<file path="config.mk">
export PLATFORM = sky130hd
export DESIGN_NAME = move_controller
export DESIGN_NICKNAME = d
export VERILOG_FILES = /design/src/rtl/move_controller_pkg.sv /design/src/rtl/move_controller_board_stepper.sv /design/src/rtl/move_controller.sv
export SDC_FILE = /design/constraint.sdc
export NUM_CORES = 1
export LEC_CHECK = 0
export ABC_AREA = 1
export CAP_MARGIN = 10
export CELL_PAD_IN_SITES_DETAIL_PLACEMENT = 0
export CELL_PAD_IN_SITES_GLOBAL_PLACEMENT = 2
export CORE_ASPECT_RATIO = 1.25
export CORE_UTILIZATION = 30
export CTS_BUF_LIST = sky130_fd_sc_hd__clkbuf_4 sky130_fd_sc_hd__clkbuf_8
export DETAILED_ROUTE_END_ITERATION = 6
export HOLD_SLACK_MARGIN = 0.03
export PLACE_DENSITY = 0.71
export SLEW_MARGIN = 25
export SYNTH_ARGS = -nofsm -noshare
export SYNTH_HDL_FRONTEND = slang
export SYNTH_SLANG_ARGS = --single-unit
</file>
<file path="constraint.sdc">
create_clock -name clock -period 5.7 [get_ports clock]
set_input_delay 0.855 -clock clock [delete_from_list [all_inputs] [get_ports clock]]
set_output_delay 0.855 -clock clock [all_outputs]
set_load 0.01 [all_outputs]
</file>
<file path="src/rtl/move_controller_pkg.sv">
// Shared Othello definitions: cell encoding, direction delta table, FSM states
// and the board-address helper used by move_controller and board_stepper.
package othello_pkg;

    localparam logic [1:0] CELL_EMPTY = 2'b00;
    localparam logic [1:0] CELL_BLACK = 2'b01;
    localparam logic [1:0] CELL_WHITE = 2'b10;

    typedef enum logic [3:0] {
        S_IDLE    = 4'd0,
        S_T_WAIT  = 4'd1,
        S_D_INIT  = 4'd2,
        S_D_EVAL  = 4'd3,
        S_F_WRITE = 4'd4,
        S_D_NEXT  = 4'd5,
        S_P_WRITE = 4'd6,
        S_ACK     = 4'd7,
        S_REJ     = 4'd8
    } state_t;

    // Direction order N, NE, E, SE, S, SW, W, NW; y grows downwards.
    function automatic logic signed [1:0] delta_x(input logic [2:0] dir);
        case (dir)
            3'd0:    delta_x = 2'sb00;
            3'd1:    delta_x = 2'sb01;
            3'd2:    delta_x = 2'sb01;
            3'd3:    delta_x = 2'sb01;
            3'd4:    delta_x = 2'sb00;
            3'd5:    delta_x = 2'sb11;
            3'd6:    delta_x = 2'sb11;
            3'd7:    delta_x = 2'sb11;
            default: delta_x = 2'sb00;
        endcase
    endfunction

    function automatic logic signed [1:0] delta_y(input logic [2:0] dir);
        case (dir)
            3'd0:    delta_y = 2'sb11;
            3'd1:    delta_y = 2'sb11;
            3'd2:    delta_y = 2'sb00;
            3'd3:    delta_y = 2'sb01;
            3'd4:    delta_y = 2'sb01;
            3'd5:    delta_y = 2'sb01;
            3'd6:    delta_y = 2'sb00;
            3'd7:    delta_y = 2'sb11;
            default: delta_y = 2'sb00;
        endcase
    endfunction

    function automatic logic [15:0] board_addr(input int unsigned log2,
                                               input logic [7:0] x,
                                               input logic [7:0] y);
        board_addr = ({8'd0, y} << log2) | {8'd0, x};
    endfunction

endpackage

</file>
<file path="src/rtl/move_controller_board_stepper.sv">
// Combinational one-cell step along a direction, forward or backward, with
// off-board detection on signed coordinates (no row wrap) and cell address.
module board_stepper
    import othello_pkg::*;
#(
    parameter int BOARD_LOG2 = 3
) (
    input  logic [BOARD_LOG2-1:0]   x,
    input  logic [BOARD_LOG2-1:0]   y,
    input  logic [2:0]              dir,
    input  logic                    back,
    output logic [BOARD_LOG2-1:0]   nx,
    output logic [BOARD_LOG2-1:0]   ny,
    output logic                    off_board,
    output logic [2*BOARD_LOG2-1:0] addr
);

    localparam int CW = BOARD_LOG2 + 1;

    logic signed [1:0]    dx2;
    logic signed [1:0]    dy2;
    logic signed [CW-1:0] dx;
    logic signed [CW-1:0] dy;
    logic signed [CW-1:0] rx;
    logic signed [CW-1:0] ry;

    // Signed step; the extra MSB flags both -1 and 2^BOARD_LOG2 as off-board.
    always_comb begin
        dx2       = delta_x(dir);
        dy2       = delta_y(dir);
        dx        = {{(CW-2){dx2[1]}}, dx2};
        dy        = {{(CW-2){dy2[1]}}, dy2};
        rx        = back ? (signed'({1'b0, x}) - dx) : (signed'({1'b0, x}) + dx);
        ry        = back ? (signed'({1'b0, y}) - dy) : (signed'({1'b0, y}) + dy);
        off_board = rx[CW-1] | ry[CW-1];
        nx        = rx[BOARD_LOG2-1:0];
        ny        = ry[BOARD_LOG2-1:0];
        addr      = (2*BOARD_LOG2)'(board_addr(BOARD_LOG2, 8'(nx), 8'(ny)));
    end

endmodule

</file>
<file path="src/rtl/move_controller.sv">
// Othello move responder: legality scan over 8 directions, flip walk-back and
// stone placement. Optional pass input is enabled by defining OTHELLO_PASS_EN.
module move_controller
    import othello_pkg::*;
#(
    parameter int BOARD_LOG2 = 3
) (
    input  logic                    clock,
    input  logic                    reset,
    input  logic                    new_move,
    input  logic                    player,
    input  logic [BOARD_LOG2-1:0]   cur_x,
    input  logic [BOARD_LOG2-1:0]   cur_y,
    input  logic                    place,
`ifdef OTHELLO_PASS_EN
    input  logic                    pass,
`endif
    output logic [2*BOARD_LOG2-1:0] mem_addr,
    input  logic [1:0]              mem_rdata,
    output logic [1:0]              mem_wdata,
    output logic                    mem_we,
    output logic                    busy,
    output logic                    ack,
    output logic                    bad_move,
    output logic [5:0]              flip_count
);

    localparam int AW = 2 * BOARD_LOG2;

    state_t                state;
    logic [BOARD_LOG2-1:0] tx;
    logic [BOARD_LOG2-1:0] ty;
    logic                  me;
    logic [2:0]            dir;
    logic                  any;
    logic [BOARD_LOG2-1:0] run;
    logic [BOARD_LOG2-1:0] pos_x;
    logic [BOARD_LOG2-1:0] pos_y;
    logic [5:0]            flips;

    logic [1:0]            own;
    logic [1:0]            opp;
    logic [BOARD_LOG2-1:0] base_x;
    logic [BOARD_LOG2-1:0] base_y;
    logic                  step_back;
    logic [BOARD_LOG2-1:0] step_x;
    logic [BOARD_LOG2-1:0] step_y;
    logic                  step_off;
    logic [AW-1:0]         step_addr;
    logic [AW-1:0]         cur_addr;
    logic [AW-1:0]         t_addr;

    // Colour decode and stepper input selection (step back on own-stone hit and while flipping).
    always_comb begin
        own       = me ? CELL_WHITE : CELL_BLACK;
        opp       = me ? CELL_BLACK : CELL_WHITE;
        base_x    = (state == S_D_INIT) ? tx : pos_x;
        base_y    = (state == S_D_INIT) ? ty : pos_y;
        step_back = (state == S_F_WRITE) || ((state == S_D_EVAL) && (mem_rdata == own));
        cur_addr  = AW'(board_addr(BOARD_LOG2, 8'(cur_x), 8'(cur_y)));
        t_addr    = AW'(board_addr(BOARD_LOG2, 8'(tx), 8'(ty)));
    end

    board_stepper #(.BOARD_LOG2(BOARD_LOG2)) u_stepper (
        .x         (base_x),
        .y         (base_y),
        .dir       (dir),
        .back      (step_back),
        .nx        (step_x),
        .ny        (step_y),
        .off_board (step_off),
        .addr      (step_addr)
    );

    // Move FSM; all outputs are registered and set together with the next state.
    always_ff @(posedge clock or negedge reset) begin
        if (!reset) begin
            state      <= S_IDLE;
            tx         <= '0;
            ty         <= '0;
            me         <= 1'b0;
            dir        <= 3'd0;
            any        <= 1'b0;
            run        <= '0;
            pos_x      <= '0;
            pos_y      <= '0;
            flips      <= 6'd0;
            mem_addr   <= '0;
            mem_wdata  <= 2'b00;
            mem_we     <= 1'b0;
            busy       <= 1'b0;
            ack        <= 1'b0;
            bad_move   <= 1'b0;
            flip_count <= 6'd0;
        end else begin
            ack      <= 1'b0;
            bad_move <= 1'b0;
            case (state)
                S_IDLE: begin
                    if (place && new_move) begin
                        tx       <= cur_x;
                        ty       <= cur_y;
                        me       <= player;
                        mem_addr <= cur_addr;
                        busy     <= 1'b1;
                        state    <= S_T_WAIT;
`ifdef OTHELLO_PASS_EN
                    end else if (pass && new_move) begin
                        flip_count <= 6'd0;
                        ack        <= 1'b1;
                        busy       <= 1'b1;
                        state      <= S_ACK;
`endif
                    end else begin
                        busy <= 1'b0;
                    end
                end
                S_T_WAIT: begin
                    if ((mem_rdata == CELL_BLACK) || (mem_rdata == CELL_WHITE)) begin
                        bad_move <= 1'b1;
                        state    <= S_REJ;
                    end else begin
                        dir   <= 3'd0;
                        any   <= 1'b0;
                        flips <= 6'd0;
                        state <= S_D_INIT;
                    end
                end
                S_D_INIT: begin
                    if (step_off) begin
                        state <= S_D_NEXT;
                    end else begin
                        mem_addr <= step_addr;
                        pos_x    <= step_x;
                        pos_y    <= step_y;
                        run      <= '0;
                        state    <= S_D_EVAL;
                    end
                end
                S_D_EVAL: begin
                    if (mem_rdata == opp) begin
                        run <= run + BOARD_LOG2'(1);
                        if (step_off) begin
                            state <= S_D_NEXT;
                        end else begin
                            mem_addr <= step_addr;
                            pos_x    <= step_x;
                            pos_y    <= step_y;
                        end
                    end else if ((mem_rdata == own) && (run != '0)) begin
                        // Bracketed run found: first write is the cell just before our stone.
                        mem_addr  <= step_addr;
                        pos_x     <= step_x;
                        pos_y     <= step_y;
                        mem_wdata <= own;
                        mem_we    <= 1'b1;
                        state     <= S_F_WRITE;
                    end else begin
                        state <= S_D_NEXT;
                    end
                end
                S_F_WRITE: begin
                    flips <= flips + 6'd1;
                    run   <= run - BOARD_LOG2'(1);
                    if (run == BOARD_LOG2'(1)) begin
                        mem_we <= 1'b0;
                        any    <= 1'b1;
                        state  <= S_D_NEXT;
                    end else begin
                        mem_addr <= step_addr;
                        pos_x    <= step_x;
                        pos_y    <= step_y;
                    end
                end
                S_D_NEXT: begin
                    if (dir == 3'd7) begin
                        if (any) begin
                            mem_addr  <= t_addr;
                            mem_wdata <= own;
                            mem_we    <= 1'b1;
                            state     <= S_P_WRITE;
                        end else begin
                            bad_move <= 1'b1;
                            state    <= S_REJ;
                        end
                    end else begin
                        dir   <= dir + 3'd1;
                        state <= S_D_INIT;
                    end
                end
                S_P_WRITE: begin
                    mem_we     <= 1'b0;
                    flip_count <= flips;
                    ack        <= 1'b1;
                    state      <= S_ACK;
                end
                S_ACK: begin
                    busy  <= 1'b0;
                    state <= S_IDLE;
                end
                S_REJ: begin
                    busy  <= 1'b0;
                    state <= S_IDLE;
                end
                default: begin
                    mem_we <= 1'b0;
                    busy   <= 1'b0;
                    state  <= S_IDLE;
                end
            endcase
        end
    end

endmodule

</file>
run_1/util_map.png
Drawn at 3 px/um. 9 x 12 tiles, from white (low) to dark blue (high), 0 to 100% covered.
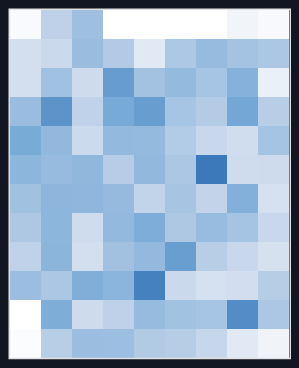
mean over tiles: 32%
fullest tile: 71%
nearly empty tiles: 5.6%

run_1/clock_nets.png
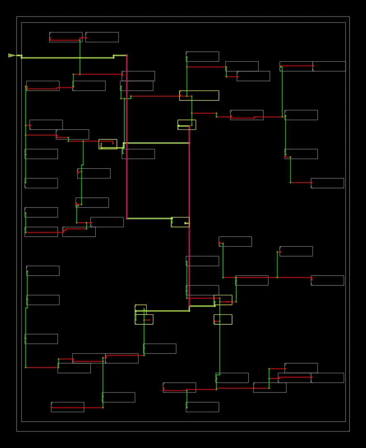
Clock buffer cells: 6
final clock skew: 13.4 ps
Late-Pin Clk Latency: 310 ps
Flop Count: 48

run_1/m3.png
Drawn at 4 px/um. Cells faint in the background.
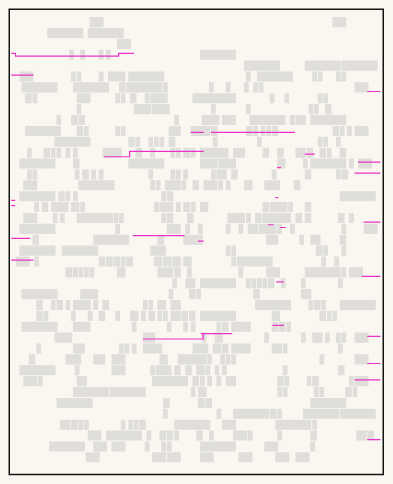
nets with wire on the layer: 21
wire length on this layer: 183 um
longest straight run: 25.8 um
main direction: horizontal
share of all routed wire: 2.2%

run_1/m1.png
Drawn at 2 px/um. Supply wires on this layer in grey.
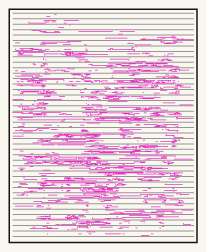
nets with wire on the layer: 432
longest straight run: 32.7 um
main direction: horizontal

-- run 1: layer usage --
layer	part of all wire (%)	vias to the layer above	track usage (%)
met4	1.8	0	5.74
li1	-	1394	-
met3	2.1	12	2.56
met2	52	30	31.9
met1	44	1291	20.4
met5	0	-	0
-- run 1: metrics by stage --
step           utilization [%]  instance area [sq um]  worst slack (ps)
6_report                  36.1                   3650              2190
5_1_grt                   36.1                   3650              1840
4_1_cts                   36.1                   3650              2160
3_5_place_dp              34.9                   3530              1830
3_3_place_gp              34.9                   3530              1930
2_1_floorplan                -                   3110              2770
-- run 1: layout by cell type, fill, tap and decap left out, drive strengths merged --
cell,instances
a21oi,24
dfrtp,48
o221a,1
o22ai,1
o21bai,2
bufinv,1
o21ai,30
and3,1
buf,3
fa,2
mux2i,3
nor3,3
o211ai,1
nand4,2
clkdlybuf4s50,29
a21boi,1
nand2,129
a21o,1
nor2,32
xor2,3
ha,15
clkinv,1
nand3,32
or2,2
a31oi,1
a211oi,6
a32o,2
clkbuf,6
a221oi,1
o21a,1
inv,62
nand3b,2
-- run 1: cell families (layout without fill, tap and decap cells) --
logic type               after synthesis  count (layout)  share of synthesized area [%]
AND/OR/NAND/NOR                      203             203                           29.7
AND-OR/OR-AND                         72              72                           13.4
buffers and inverters                 72             102                           9.28
flip-flops                            48              48                           38.6
adder cells (fa/ha/maj)               17              17                           7.31
XOR/XNOR                               3               3                          0.844
multiplexers                           3               3                          0.964
-- run 1: state kept, by name, indices dropped and copies added (netlist names), 3 cells and up --
| signal | count |
|---|---|
| pos_x | 3 |
| tx | 3 |
| flip_count | 6 |
| pos_y | 3 |
| mem_addr | 6 |
| flips | 6 |
| ty | 3 |
| state | 4 |
| run | 3 |
| dir | 3 |
==> flow_summary.ini, run 1 <==
; implementation run metrics
[clocking]
ctsHoldBuffers = 0
cts_tree = done
ctsHtreeMaxLevel = 2
cts_buffer_depth = 2
cts_setup_buffers = 0
path_clk_slew_ps = 100
cts_buffers = 5
cts_root_buffer = clkbuf_8
cts_sinks = 48
ctsResizeCount = 0

[cells_and_area]
nets = 477
fillerInstances = 1092
areaGrowthSynthToFinish_pct = 17.2
regArea_sq_um = 1200
seq_share_pct = 32.9
inv_count = 62
comb_share_pct = 44.5
buf_share_pct = 8.50
clk_share_pct = 3.32
nNonClkBuffers = 32
logic_gates = 298
logic_area_sq_um = 1620
diodes = 0
final-instance-count-excl-fill = 577
drive_gt1_share_pct = 8.71
largest_cell_class = multi-input combinational cells

[routing]
vias_per_cell = 4.73
drt_first_pass_iters = 4
drt_wl_total_mm = 8.49
wl_per_cell_um = 14.7
drtAntennaViolNets = 0
drt-initial-drc-count = 95
vias = 2727
route.detailed.drc = 0

[yosys]
syn_nets = 448
netlist.area_leader.share_pct = 38.6
yosysWarnings = 0
synth_seq_share_pct = 38.6
common_cells = 119 x nand2_1, 58 x inv_1, 48 x dfrtp_1
ys_types = 40
yosys-stat-area_sq_um = 3110
ys_top_cells_by_area = dfrtp_1 39%, nand2_1 14%, inv_1 7.0%
async_flop_share_pct = 100
yosys.area.top_type = dfrtp_1
yosys_cells = 418
netlist_instances = 418
yosysMostFrequentCell = nand2_1
ff_type = dfrtp_1
ys_ff = 48
synth_area_per_cell_sq_um = 7.45
syn_area_sq_um = 3110
synth-edff-count = 0

[global_routing]
grt_first_pass_wirelength_mm = 14.2
antenna_found_initial = 0
track_usage_pct = 17.3
grt_overflow_total = 0
grt_max_degree = 49
grt_pass1_vias = 2864

[critical_path]
critPathLaunchType = input pin
cp.depth = 20
cp_num_buf_inv = 5
crit_path_end_kind = register
worstReg2RegEnd = run[1]
max_stage_delay_ps = 520
r2r-start = state[1]
crit_end = pos_y[0]
cp_data_arrival_time_ps = 3760
rrSetupSlack_ps = 2220
cp_slowest_cell = clkdlybuf4s50_1
ff2ff_path_depth = 18
worstPathCellList = clkdlybuf4s50_1, inv_1, nand3_1, nand2_1, nand2_4, nand2_4, o21ai_0, inv_1, ha_1, inv_1, o21bai_1, a21oi_1, inv_1, nand3_1, nand2_2, nand2_4, nand2_1, nand2_1, nand2_1, nand2_1
crit_top_cell = nand2_1
worstSetupPathType = input pin to register
cp.required_ps = 5960
cp-startpoint = mem_rdata[1]
crit_family = simple AND/OR/NAND/NOR gates
worstPathMaxFanout = 16

[placed_design]
place_hpwl_mm = 6.36
place.gp.congestion = 0.805
port_buffers = 30
placedCellCount = 569

[final_timing]
rsz0062_at_grt = false
period_used_pct = 61.5
holdWs_ps = 482
fin_setup_tns_ps = 0
worst_slew_pin_slew_ps = 939
drv_slew = 0
setup_viol = 0
slew-limit-headroom_pct = 37.2
period_needed_ps = 3510
max_freq_ghz = 0.285
finalHoldViolCount = 0

[hold_path]
holdCritStartpoint = flips[5]
hold_depth = 1
hp-class = register to register
hold_end = flips[5]

[floorplanning]
die_x_um = 93.1
rows = 41
die_area_sq_um = 10800
pin_count = 31
num_tap_cells = 129
initCoreUtil_pct = 30.8
die_y_um = 116
core_area_sq_um = 10100

[run]
max-cap-violations = 0
warnings = 32

[run_status]
status = finished, final reports clean
==> run 2: changes to the inputs <==
PLACE_DENSITY = 0.74   (was 0.71)
clock period = 2.9 ns   (was 5.7 ns; I/O delays follow)
run_2/m1.png
Drawn at 2 px/um. Supply wires on this layer in grey.
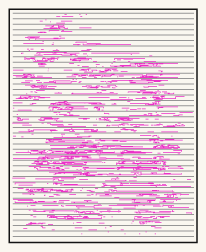
longest straight run: 40.0 um
wire length on this layer: 3710 um

==> run 2 against run 1 <==
  * Final cell count grew 5.4%
  * Design area increased by 8.1%
  * Routed wire length decreased by 0.37%
  * First-iteration DRC count is the same
  * Critical endpoint is now pos_x[0]
  * Highest routed layer unchanged
==> flow_summary.ini, run 2 <==
; implementation run metrics
[run_status]
status = finished, final reports clean

[critical_path]
cp-startpoint = state[3]
cp.required_ps = 3120
rrSetupSlack_ps = 230
ff2ff_path_depth = 21
cp_data_arrival_time_ps = 2890
worstReg2RegEnd = pos_x[0]
r2r-start = state[3]
worstPathMaxFanout = 15
critPathLaunchType = register
crit_end = pos_x[0]
crit_path_end_kind = register
worstSetupPathType = register to register

[cells_and_area]
areaGrowthSynthToFinish_pct = 26.7
drive_gt1_share_pct = 17.1
largest_registers = flip_count x6, flips x6, mem_addr x6
stdcell_area_sq_um = 3950
regArea_sq_um = 1200
lay_top_count = nand2_1
mostFrequentLayoutCells = 115 x nand2_1, 57 x inv_1, 47 x dfrtp_1
diodes = 0
fillerInstances = 1062
post-route-util_pct = 39.0
logic_area_sq_um = 1690
nets = 508
final-instance-count-excl-fill = 608

[floorplanning]
initCoreUtil_pct = 30.8
die_x_um = 93.1
rows = 41
die_y_um = 116
die_area_sq_um = 10800
core_area_sq_um = 10100
pin_count = 31

[yosys]
netlist_instances = 418
ys_types = 40
syn_area_sq_um = 3110
ys_top_cells_by_area = dfrtp_1 39%, nand2_1 14%, inv_1 7.0%
netlist.area_leader.share_pct = 38.6
ff_type = dfrtp_1
common_cells = 119 x nand2_1, 58 x inv_1, 48 x dfrtp_1
yosys.area.top_type = dfrtp_1
synth_seq_share_pct = 38.6
yosysWarnings = 0
synth-edff-count = 0
synth_area_per_cell_sq_um = 7.45
async_flop_share_pct = 100
yosysMostFrequentCell = nand2_1
yosys-stat-area_sq_um = 3110
syn_nets = 448
ys_ff = 48
yosys_cells = 418

[final_timing]
fin_setup_tns_ps = 0
max_freq_ghz = 0.375
postLayoutSetupSlackWorst_ps = 231
finalHoldViolCount = 0
drv_slew = 0
holdWs_ps = 106
period_needed_ps = 2670
setup_viol = 0
period_used_pct = 92.0
worst_slew_pin_slew_ps = 594
skew_ps = 7.04
slew-limit-headroom_pct = 60.4

[global_routing]
grt_first_pass_wirelength_mm = 14.0
antenna_found_initial = 0
grt_pass1_vias = 2825
grt_overflow_total = 0
grt_max_degree = 26
track_usage_pct = 17.0

[routing]
wl_per_cell_um = 13.9
drt_first_pass_iters = 4
drt_wl_total_mm = 8.46
route.detailed.drc = 0
drtAntennaViolNets = 0
vias = 2824
vias_per_cell = 4.64
drt-initial-drc-count = 95

[clocking]
cts_buffers = 5
clk_latency_ps = 310
cts_root_buffer = clkbuf_8
cts_sinks = 48
ctsHoldBuffers = 0
cts_tree = done
path_clk_slew_ps = 100
cts_buffer_depth = 2
ctsHtreeMaxLevel = 2

[placed_design]
placedCellCount = 595
placed_area_sq_um = 3720
place.gp.congestion = 0.781
place_hpwl_mm = 6.63
port_buffers = 30
dp_slack_ps = -326

[run]
max-cap-violations = 0
warnings = 32

[hold_path]
hp-class = input pin to async pin
## run 2: cell counts after synthesis
Identical to the previous run, type by type.
## run 2: routing by layer
metal / wire length, um / track usage [%] / part of all wire (%) / up-vias
met4: 167 / 5.64 / 2.0 / 0
met3: 214 / 2.82 / 2.5 / 15
li1: - / - / - / 1455
met2: 4360 / 31.1 / 52 / 39
met5: 0 / 0 / 0 / -
met1: 3710 / 20.1 / 44 / 1315
## run 2: what timing repair did
item / 4_1_cts / 5_1_grt
endpoints found under the setup margin: 9 / 18
setup buffers: 0 / 5
pin swaps: 0 / 5
gates resized: 2 / 19
gates cloned: 0 / 0
## run 2: cells by family (layout without fill, tap and decap cells)
kind of cell    Yosys count  count (layout)  share of synthesized area, %
simple gates            203             203                          29.7
compound gates           72              72                          13.4
buf+inv                  72             133                          9.28
flops                    48              48                          38.6
fa+ha+maj                17              17                          7.31
xor+xnor                  3               3                         0.844
mux                       3               3                         0.964
## run 2: critical path: stages (launching register included)
cell,delay [ps]
dfrtp_1,390
buf_4,150
inv_2,70
nand2_2,90
nor2_4,190
nand2_4,90
nand2_4,90
nand2_1,70
o21ai_2,70
inv_1,60
ha_1,270
inv_1,40
o21bai_1,160
a21oi_2,90
inv_1,60
nand3_1,80
nand2_2,140
nand2_8,110
nand2_1,80
nand2_1,130
nand2_1,110
nand2_1,50
## run 2: cell type report
class,instances,area share [%]
Multi-Input combinational cell,298,42.8
Sequential cell,48,30.5
Timing Repair Buffer,63,13.9
Inverter,62,5.90
Tap cell,129,4.09
Clock buffer,5,1.74
Clock inverter,3,1.08
==> run 3: changes to the inputs <==
SYNTH_HIERARCHICAL = 1   (was not set)
run_3/util_map.png
Drawn at 3 px/um. 10 x 12 tiles, from white (low) to dark blue (high), 0 to 100% covered.
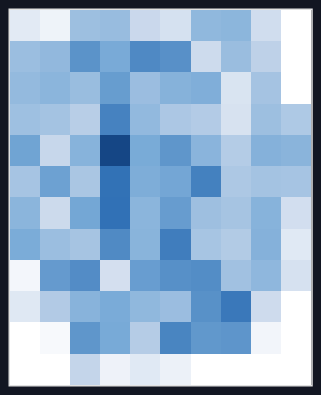
nearly empty tiles: 10%
fullest tile: 91%
densest ninth of the die: centre
mean over tiles: 37%
tiles over 75% full: 0.80%

==> run 3 against run 2 <==
  * First-iteration DRC count grew 14%
  * Sequential share of layout area down 5.3 points
  * Core utilization is 1.8 points higher
  * Final cell count is 22% higher
  * Clock skew increased by 6.1 ps
  * Non-clock buffer count grew 24
  * Hold slack gained 380 ps
  * Fmax decreased by 3.1%
  * Synthesized cell count grew 21%
  * Die area up 16%
==> flow_summary.ini, run 3 <==
; implementation run metrics
[run_status]
status = finished, final reports clean

[final_timing]
period_needed_ps = 2750
fin_setup_tns_ps = 0
drv_slew = 0
worst_slew_pin_slew_ps = 596
slew-limit-headroom_pct = 60.0
max_freq_ghz = 0.363
holdWs_ps = 483
skew_ps = 13.1
postLayoutSetupSlackWorst_ps = 145

[critical_path]
rrSetupSlack_ps = 150
r2r-start = state[3]
worstPathMaxFanout = 7
cp.required_ps = 3120
worstReg2RegEnd = mem_addr[5]
worstSetupPathType = register to register
ff2ff_path_depth = 20
critPathLaunchType = register
crit_end = mem_addr[5]

[routing]
wl_met1_mm = 4.49
drt_wl_total_mm = 10.6
wl_per_cell_um = 14.3
top_layer = met4
vias_per_cell = 4.67
met2_length_mm = 5.68
drt-initial-drc-count = 108
drtAntennaViolNets = 0

[floorplanning]
die_area_sq_um = 12500
die_y_um = 125
pin_count = 31
initCoreUtil_pct = 31.0

[global_routing]
grt_pass1_vias = 3604
antenna_found_initial = 0
grt_first_pass_wirelength_mm = 17.6
grt_overflow_total = 0
grt_max_degree = 34

[hold_path]
hold_depth = 1
hold_end = flips[5]
hp-class = register to register
holdCritStartpoint = flips[5]

[clocking]
cts_buffer_depth = 2
cts_buffers = 5
cts_tree = done
ctsHoldBuffers = 1
ctsHtreeMaxLevel = 2
clk_latency_ps = 320
cts_setup_buffers = 1
cts_root_buffer = clkbuf_8

[yosys]
yosys.area.top_type = dfrtp_1
syn_area_sq_um = 3630
yosysMostFrequentCell = nand2_1
common_cells = 151 x nand2_1, 65 x inv_1, 61 x nand3_1
ff_type = dfrtp_1
synth-edff-count = 0
netlist.area_leader.share_pct = 33.1

[cells_and_area]
post-route-util_pct = 40.9
diodes = 0
nets = 608
lay_top_count = nand2_1
final-instance-count-excl-fill = 741
largest_registers = flip_count x6, flips x6, mem_addr x6
stdcell_area_sq_um = 4790
drive_gt1_share_pct = 27.6

[run]
warnings = 30

[placed_design]
place_hpwl_mm = 7.78
placedCellCount = 719
place.gp.congestion = 0.833
## run 3: cell count changes after synthesis, moves of 7 or more
cell / before / now
nand2_2: 7 / 17
o21ai_2: 0 / 8
or2_1: 0 / 7
inv_1: 58 / 65
nor2_1: 26 / 12
buf_4: 0 / 10
a21oi_1: 23 / 9
nand2_1: 119 / 151
nand3_1: 29 / 61
## run 3: layout make-up
type | instances | area, sq um | share of cell area [%]
sequential | 48 | 1200 | 25.1
tap | 161 | 201 | 4.20
inverter | 78 | 294 | 6.14
clock inverter | 3 | 68.8 | 1.44
timing repair buffer | 87 | 793 | 16.6
multi-input combinational | 359 | 2160 | 45.1
clock buffer | 5 | 68.8 | 1.44
## run 3: cells by family after synthesis
kind of cell / Yosys count / synth area share [%]
and+or+nand+nor: 276 / 36.5
muxes: 6 / 1.86
DFF: 48 / 33.1
AOI/OAI and AO/OA: 56 / 9.38
adders and majority gates: 16 / 5.93
buffers and inverters: 98 / 12.1
xor gates and xnor gates: 5 / 1.21
## run 3: metal layers
metal,global-route usage (%),vias up
li1,-,1753
met2,33.5,41
met5,0,-
met4,6.31,0
met1,21.1,1656
met3,2.12,13
## run 3: critical path, cell delays in order (launching register included)
cell and delay (ps):
dfrtp_1 420, nor2_2 140, buf_6 120, nand2_1 80
inv_2 140, clkbuf_16 170, o21ai_0 80, inv_1 70
ha_2 160, inv_2 40, fa_1 370, xor2_1 160
buf_4 150, inv_1 70, nand2_1 70, nand2_1 60
nand3_1 70, nand3_1 70, nand4_1 100, nand2_1 80
nand2_1 40
